Figure 1. M1 wires (run 1).
The bar under the picture is 20 um long. Cells faint in the background.
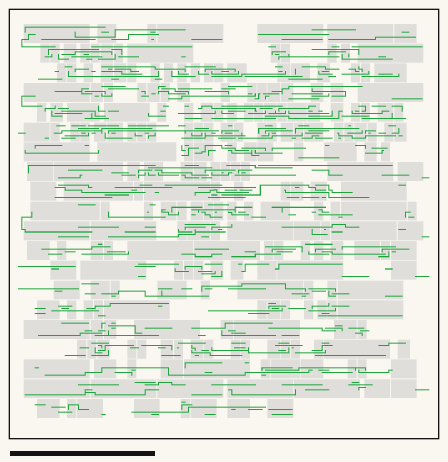
Figure 2. The metal 2 layer (run 1).
The bar under the picture is 20 um long. Cells faint in the background.
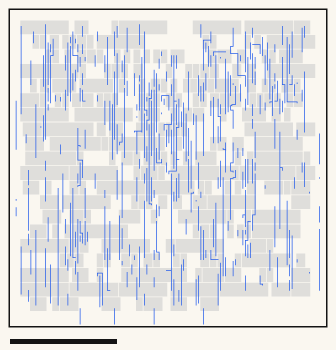
Figure 3. Metal 3 (run 1).
The bar under the picture is 20 um long. Cells faint in the background.
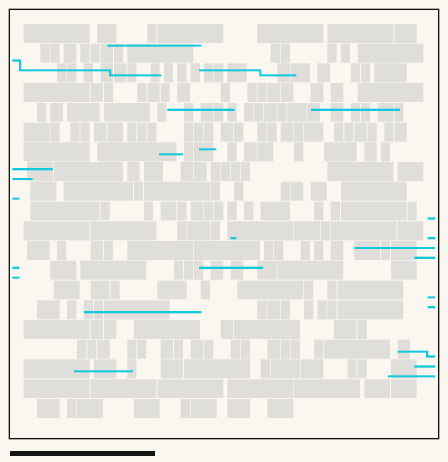
$ cat src/rtl/uart_pkg.sv
// Shared UART definitions: receiver/transmitter FSM states and parity mode encodings.
package uart_pkg;

  typedef enum logic [2:0] {
    S_IDLE,
    S_START,
    S_DATA,
    S_PARITY,
    S_STOP
  } uart_state_e;

  localparam int PARITY_NONE = 0;
  localparam int PARITY_EVEN = 1;
  localparam int PARITY_ODD  = 2;

endpackage

$ cat src/rtl/uart_bit_timer.sv
// Bit-phase counter for the UART receiver: counts clk cycles within one bit period
// and flags the half-bit point (start validation) and the full-bit point (bit sampling).
module uart_bit_timer #(
  parameter int CLKS_PER_BIT = 16
) (
  input  logic clk,
  input  logic rst_n,
  input  logic clr_i,
  input  logic en_i,
  output logic mid_tick_o,
  output logic bit_tick_o
);

  localparam int PW = $clog2(CLKS_PER_BIT);
  localparam logic [PW-1:0] MID_PHASE  = PW'(CLKS_PER_BIT / 2 - 1);
  localparam logic [PW-1:0] LAST_PHASE = PW'(CLKS_PER_BIT - 1);

  logic [PW-1:0] phase_q, phase_d;

  // Next phase: clear has priority, otherwise count and roll over at the end of the bit.
  always_comb begin
    phase_d = phase_q;
    if (clr_i) begin
      phase_d = '0;
    end else if (en_i) begin
      phase_d = (phase_q == LAST_PHASE) ? '0 : phase_q + PW'(1);
    end
  end

  // Phase register.
  always_ff @(posedge clk or negedge rst_n) begin
    if (!rst_n) phase_q <= '0;
    else        phase_q <= phase_d;
  end

  assign mid_tick_o = (phase_q == MID_PHASE);
  assign bit_tick_o = (phase_q == LAST_PHASE);

endmodule

$ cat src/rtl/uart_frame_rx.sv
// UART frame receiver: synchronises rx, validates the start bit at half-bit, samples
// data/parity/stop bits at the bit centre and hands each frame out on a valid/ready port.
module uart_frame_rx
  import uart_pkg::*;
#(
  parameter int DATA_BITS    = 9,
  parameter int CLKS_PER_BIT = 16,
  parameter int PARITY       = 0,
  parameter int STOP_BITS    = 1,
  parameter int LSB_FIRST    = 1
) (
  input  logic                 clk,
  input  logic                 rst_n,
  input  logic                 rx,
  input  logic                 en,
  output logic [DATA_BITS-1:0] data,
  output logic                 valid,
  input  logic                 ready,
  output logic                 frame_err,
  output logic                 parity_err,
  output logic                 overrun,
  output logic                 busy
);

  localparam int BW = $clog2(DATA_BITS + 1);
  localparam logic [BW-1:0] LAST_DATA = BW'(DATA_BITS - 1);
  localparam logic [BW-1:0] LAST_STOP = BW'(STOP_BITS - 1);
  localparam logic          ODD_P     = (PARITY == PARITY_ODD);

  if (DATA_BITS < 1 || DATA_BITS > 16 || CLKS_PER_BIT < 4 || (CLKS_PER_BIT % 2) != 0 ||
      PARITY < 0 || PARITY > 2 || STOP_BITS < 1 || STOP_BITS > 2 ||
      LSB_FIRST < 0 || LSB_FIRST > 1) begin : g_param_check
    $error("uart_frame_rx: illegal parameter combination");
  end

  logic rx_meta_q, rx_s_q, rx_prev_q;
  logic start_edge, mid_tick, bit_tick, timer_clr, timer_en;
  logic deliver;

  uart_state_e          state_q, state_d;
  logic [BW-1:0]        cnt_q, cnt_d;
  logic [DATA_BITS-1:0] shift_q, shift_d, shifted;
  logic [DATA_BITS:0]   ext;
  logic                 par_acc_q, par_acc_d;
  logic                 perr_q, perr_d;
  logic                 ferr_q, ferr_d;
  logic [DATA_BITS-1:0] data_q, data_d;
  logic                 valid_q, valid_d;
  logic                 frame_err_q, frame_err_d;
  logic                 parity_err_q, parity_err_d;
  logic                 overrun_q, overrun_d;

  // Two-flop synchroniser plus previous-sample flop for falling-edge detection; idle high.
  always_ff @(posedge clk or negedge rst_n) begin
    if (!rst_n) begin
      rx_meta_q <= 1'b1;
      rx_s_q    <= 1'b1;
      rx_prev_q <= 1'b1;
    end else begin
      rx_meta_q <= rx;
      rx_s_q    <= rx_meta_q;
      rx_prev_q <= rx_s_q;
    end
  end

  assign start_edge = rx_prev_q & ~rx_s_q;

  uart_bit_timer #(
    .CLKS_PER_BIT(CLKS_PER_BIT)
  ) u_timer (
    .clk       (clk),
    .rst_n     (rst_n),
    .clr_i     (timer_clr),
    .en_i      (timer_en),
    .mid_tick_o(mid_tick),
    .bit_tick_o(bit_tick)
  );

  // Shift the synchronised bit into the data word from the end given by LSB_FIRST.
  always_comb begin
    ext     = '0;
    shifted = shift_q;
    if (LSB_FIRST != 0) begin
      ext     = {rx_s_q, shift_q};
      shifted = ext[DATA_BITS:1];
    end else begin
      ext     = {shift_q, rx_s_q};
      shifted = ext[DATA_BITS-1:0];
    end
  end

  // Frame FSM, bit sampling and output port handshake.
  always_comb begin
    state_d      = state_q;
    cnt_d        = cnt_q;
    shift_d      = shift_q;
    par_acc_d    = par_acc_q;
    perr_d       = perr_q;
    ferr_d       = ferr_q;
    data_d       = data_q;
    valid_d      = valid_q;
    frame_err_d  = frame_err_q;
    parity_err_d = parity_err_q;
    overrun_d    = 1'b0;
    timer_clr    = 1'b0;
    timer_en     = (state_q != S_IDLE);
    deliver      = 1'b0;

    case (state_q)
      S_IDLE: begin
        if (start_edge && en) begin
          state_d   = S_START;
          timer_clr = 1'b1;
        end
      end
      S_START: begin
        if (mid_tick) begin
          if (rx_s_q) begin
            state_d = S_IDLE;
          end else begin
            // Phase restarts at the start-bit centre so bit_tick lands mid-bit from now on.
            state_d   = S_DATA;
            timer_clr = 1'b1;
            cnt_d     = '0;
            par_acc_d = 1'b0;
            perr_d    = 1'b0;
            ferr_d    = 1'b0;
          end
        end
      end
      S_DATA: begin
        if (bit_tick) begin
          shift_d   = shifted;
          par_acc_d = par_acc_q ^ rx_s_q;
          if (cnt_q == LAST_DATA) begin
            cnt_d   = '0;
            state_d = (PARITY != PARITY_NONE) ? S_PARITY : S_STOP;
          end else begin
            cnt_d = cnt_q + BW'(1);
          end
        end
      end
      S_PARITY: begin
        if (bit_tick) begin
          perr_d  = par_acc_q ^ rx_s_q ^ ODD_P;
          state_d = S_STOP;
        end
      end
      S_STOP: begin
        if (bit_tick) begin
          ferr_d = ferr_q | ~rx_s_q;
          if (cnt_q == LAST_STOP) begin
            // Back to IDLE immediately so a start edge late in the stop bit is not missed.
            deliver = 1'b1;
            state_d = S_IDLE;
          end else begin
            cnt_d = cnt_q + BW'(1);
          end
        end
      end
      default: state_d = S_IDLE;
    endcase

    if (deliver) begin
      if (!valid_q || ready) begin
        data_d       = shift_q;
        frame_err_d  = ferr_q | ~rx_s_q;
        parity_err_d = perr_q;
        valid_d      = 1'b1;
      end else begin
        overrun_d = 1'b1;
      end
    end else if (valid_q && ready) begin
      valid_d = 1'b0;
    end
  end

  // State and output registers.
  always_ff @(posedge clk or negedge rst_n) begin
    if (!rst_n) begin
      state_q      <= S_IDLE;
      cnt_q        <= '0;
      shift_q      <= '0;
      par_acc_q    <= 1'b0;
      perr_q       <= 1'b0;
      ferr_q       <= 1'b0;
      data_q       <= '0;
      valid_q      <= 1'b0;
      frame_err_q  <= 1'b0;
      parity_err_q <= 1'b0;
      overrun_q    <= 1'b0;
    end else begin
      state_q      <= state_d;
      cnt_q        <= cnt_d;
      shift_q      <= shift_d;
      par_acc_q    <= par_acc_d;
      perr_q       <= perr_d;
      ferr_q       <= ferr_d;
      data_q       <= data_d;
      valid_q      <= valid_d;
      frame_err_q  <= frame_err_d;
      parity_err_q <= parity_err_d;
      overrun_q    <= overrun_d;
    end
  end

  assign data       = data_q;
  assign valid      = valid_q;
  assign frame_err  = frame_err_q;
  assign parity_err = parity_err_q;
  assign overrun    = overrun_q;
  assign busy       = (state_q != S_IDLE);

endmodule

$ cat config.mk
export PLATFORM = sky130hd
export DESIGN_NAME = uart_frame_rx
export DESIGN_NICKNAME = d
export VERILOG_FILES = /design/src/rtl/uart_pkg.sv /design/src/rtl/uart_bit_timer.sv /design/src/rtl/uart_frame_rx.sv
export SDC_FILE = /design/constraint.sdc
export NUM_CORES = 1
export LEC_CHECK = 0
export ABC_AREA = 1
export CAP_MARGIN = 10
export CORE_MARGIN = 1.5
export CORE_UTILIZATION = 60
export DETAILED_ROUTE_END_ITERATION = 8
export GPL_TIMING_DRIVEN = 0
export HOLD_SLACK_MARGIN = 0.05
export MAX_ROUTING_LAYER = met4
export PLACE_DENSITY_LB_ADDON = 0.05
export SYNTH_ARGS = -nofsm -noshare
export SYNTH_HDL_FRONTEND = slang
export SYNTH_SLANG_ARGS = --single-unit
$ cat constraint.sdc
create_clock -name clk -period 2.7 [get_ports clk]
set_clock_uncertainty 0.05 [all_clocks]
set_input_delay 0.675 -clock clk [delete_from_list [all_inputs] [get_ports clk]]
set_output_delay 0.675 -clock clk [all_outputs]
set_load 0.02 [all_outputs]
==> impl_metrics.csv, run 1 <==
group,metric,value,unit
place,io_buffers,18,
final_timing,worstMarginPinSlew,0.830,ns
finish,seq_share,0.450,
final_timing,setup_violations,0,
finish,n_fill_cell,233,
critical_path,cp_max_fo,7,
critical_path,cp_data_arrival_time,1.80,ns
critical_path,crit_path_start_kind,"flip-flop",
route,wl_met1,1.73,mm
cts,postCtsSetupRepairBufs,0,
global_route,overflow,0,
finish,nets,260,
finish,clock_cell_area_share,0.0362,
flow_run,tool_warnings,27,
yosys,synth_cells,227,
cts,path_clk_slew,0.11,ns
cts,h-tree-depth,2,
cts,clock.latency.late_pin,0.35,ns
route,met2_length,1.48,mm
critical_path,reg2reg_to,"parity_err$_DFFE_PN0P_",
run_status,outcome,"complete, no violations",
critical_path,crit_path_start,"state_q[1]$_DFFE_PN0P_",
yosys,ys_seq_frac,0.521,
global_route,antenna_found_initial,0,
finish,comb_cells,156,
yosys,syn-cell-area,0.00188,sq mm
yosys,topCellsByArea,"dfrtp_1, nand2_1, inv_1",
pwr,power_density,749,mW/mm^2
place,dp_hpwl,2.43,mm
yosys,yosysTopAreaCell,"dfrtp_1",
die,floorplan.core_util,0.626,
pwr,ir_drop,770,uV
die,pin_count,19,
critical_path,slowest_delay,0.61,ns
global_route,grt_pass1_wl,6.24,mm
final_timing,tns,0,ns
hold_path,min_path_type,"reg2reg",
critical_path,reg2reg_depth,8,
yosys,syn_nets,235,
finish,drive_above_1_share,0.107,
place,place_area,0.00210,sq mm
flow_run,drv_cap,0,
hold_path,holdCritStartpoint,"rx_meta_q$_DFF_PN1_",
yosys,synth-edff-count,0,
critical_path,path_class,"reg2out",
route,postRouteAntennaNets,0,
-- Figure 1 (at the start) --
239 nets have wire on it. The layer carries 1730 um of wire. The layer holds 51% of the routed length.
grt met1 use: 0.327
Total Wirelength: 3.42 mm
via count: 1500

-- Figure 2 (at the start) --
204 nets have wire on it. The wires run mostly vertical. The longest straight run is 21.8 um. The layer holds 43% of the routed length.
met2 Usage GRT: 0.365

-- Figure 3 (at the start) --
The wires run mostly horizontal. 19 nets have wire on it. The layer carries 147 um of wire.
met3 Use GR: 0.0764

-- run 1: flip-flops by register name, summed over array words and instances, names as in the netlist, 3 cells and up --
register	flops
cnt_q	4
data	9
shift_q	9
state_q	3
u_timer.phase_q	4
-- run 1: cell usage in the layout, fill, tap and decap left out, types with 5 or more instances in the layout --
master           instances
nand3_1                 22
inv_1                   30
nor2_1                  19
dfrtp_1                 36
clkdlybuf4s50_1         17
o21ai_0                 13
clkbuf_4                 5
o21ai_2                  8
nand2_1                 71
a21oi_1                  7
-- run 1: worst max-delay path, delay by kind of cell, from the launching register on --
family | cells | cell delay, ns
AND/OR/NAND/NOR | 2 | 0.15
flip-flops | 1 | 0.48
buffers and inverters | 3 | 0.81
-- run 1: through the flow --
| step | worst slack, ns | hold WS (ns) |
|---|---|---|
| 4_1_cts | 0.171 | 0.315 |
| 6_report | 0.180 | 0.318 |
| 5_1_grt | 0.0356 | 0.327 |
| 3_5_place_dp | 0.599 | 0.299 |
| 3_3_place_gp | 0.0346 | 0.296 |
| 2_1_floorplan | 1.19 | 0.295 |
-- run 1: synth_stat cells (2+ instances only) --
cell / number
nand3_1: 22
dfstp_2: 3
nand2_1: 71
nor2_1: 19
inv_1: 30
ha_1: 3
o21ai_2: 8
a21oi_1: 7
o21ai_0: 13
buf_6: 2
dfrtp_1: 36
-- run 1: power by group --
part           internal, mW  total (mW)  switching [mW]
sequential            0.643       0.720          0.0771
combinational         0.178       0.525           0.347
clock                 0.195       0.384           0.189
-- run 1: cell families after synthesis --
group | after synthesis | synth area share
AND/OR/NAND/NOR | 121 | 0.279
XOR/XNOR | 2 | 0.00932
AND-OR/OR-AND | 30 | 0.0985
buffers and inverters | 32 | 0.0719
adder cells (fa/ha/maj) | 3 | 0.0200
flip-flops | 39 | 0.521
## Run 2: what changed since run 1
- ABC_CLOCK_PERIOD_IN_PS: default -> 2700
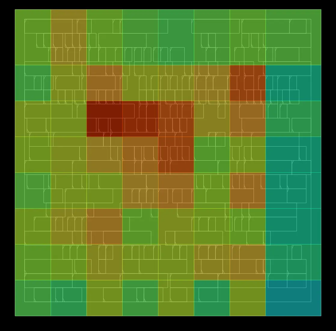
Figure 4: run 2, track usage over the die.
Routed wire per std cell: 12.0 um
gr usage total: 0.247
final core occ: 0.725

==> impl_metrics.csv, run 2 <==
group,metric,value,unit
run_status,outcome,"complete, no violations",
finish,nets,260,
cts,clock.latency.late_pin,0.35,ns
place,io_buffers,18,
critical_path,crit_path_start_kind,"flip-flop",
die,floorplan.core_util,0.626,
pwr,ir_drop,770,uV
critical_path,cp_data_arrival_time,1.80,ns
route,drt_wl_total,3.42,mm
final_timing,timing.hold.ws,0.318,ns
yosys,synth-edff-count,0,
pwr,maxPowerGroup,"sequential cells",
route,dr_total_vias,1500,
place,place_area,0.00210,sq mm
critical_path,path_class,"reg2out",
place,dp_hpwl,2.43,mm
yosys,ys_seq_frac,0.521,
pwr,internal-power,1.02,mW
yosys,topCellsByArea,"dfrtp_1, nand2_1, inv_1",
final_timing,tns,0,ns
die,pin_count,19,
cts,path_clk_slew,0.11,ns
place,place_ws,0.599,ns
pwr,power_density,749,mW/mm^2
hold_path,min_path_type,"reg2reg",
yosys,yosysTopAreaCell,"dfrtp_1",
global_route,overflow,0,
cts,postCtsSetupRepairBufs,0,
global_route,antenna_found_initial,0,
yosys,common_cells,"nand2_1, dfrtp_1, inv_1",
flow_run,tool_warnings,27,
yosys,synth_cells,227,
critical_path,reg2reg_depth,8,
pwr,power_frac_comb,0.322,
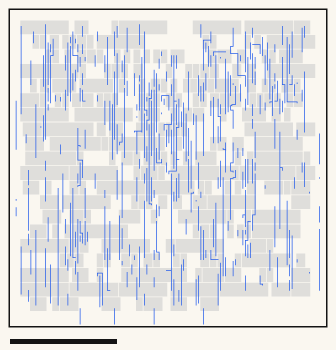
Figure 5: run 2, the metal 2 layer.
The bar under the picture is 20 um long. Cells faint in the background.
204 nets have wire on it. The wires run mostly vertical. The layer carries 1480 um of wire. The longest straight run is 21.8 um. The layer holds 43% of the routed length.

==> run 2: cell counts after synthesis <==
Identical to the previous run, type by type.
==> run 2: per-layer routing <==
layer / routed length (um) / global-route usage / share of wire / up-vias
met2: 1480 / 0.365 / 0.43 / 26
li1: - / - / - / 771
met3: 147 / 0.0764 / 0.043 / 9
met1: 1730 / 0.327 / 0.51 / 694
met4: 65 / 0.0779 / 0.019 / 0
met5: 0 / - / 0 / -
==> run 2: final cells by class <==
type                       instances  area, sq um  share of cell area
sequential                        39          980               0.450
timing repair buffer              18          175              0.0805
multi-input combinational        156          766               0.352
clock buffer                       6         41.3              0.0190
inverter                          30          113              0.0518
tap                               33         41.3              0.0190
buffer                             2         22.5              0.0104
clock inverter                     2         37.5              0.0173
==> run 2: worst max-delay path by stage <==
stage / depth (start not counted) / endpoint / startpoint / slack, ns
floorplan: 4 / busy / state_q[0]$_DFFE_PN0P_ / 1.19
global placement: 1 / u_timer.phase_q[2]$_DFFE_PN0P_ / rst_n / 0.03
detailed placement: 5 / busy / state_q[1]$_DFFE_PN0P_ / 0.60
CTS: 5 / busy / state_q[1]$_DFFE_PN0P_ / 0.17
global route: 5 / busy / state_q[0]$_DFFE_PN0P_ / 0.04
finish: 5 / busy / state_q[1]$_DFFE_PN0P_ / 0.18
==> run 2: kinds of logic after synthesis <==
family                   count (synthesis)  share of synthesized area
XOR/XNOR                                 2                    0.00932
AND/OR/NAND/NOR                        121                      0.279
AND-OR/OR-AND                           30                     0.0985
adder cells (fa/ha/maj)                  3                     0.0200
flip-flops                              39                      0.521
buffers and inverters                   32                     0.0719
==> run 2: worst max-delay path, stage by stage, from the launching register on <==
cell and delay, ns:
dfrtp_1 0.48, inv_1 0.09, nand2_1 0.09, nor2_1 0.06, inv_1 0.11, clkdlybuf4s50_1 0.61
Power and IR drop assume default switching activity.
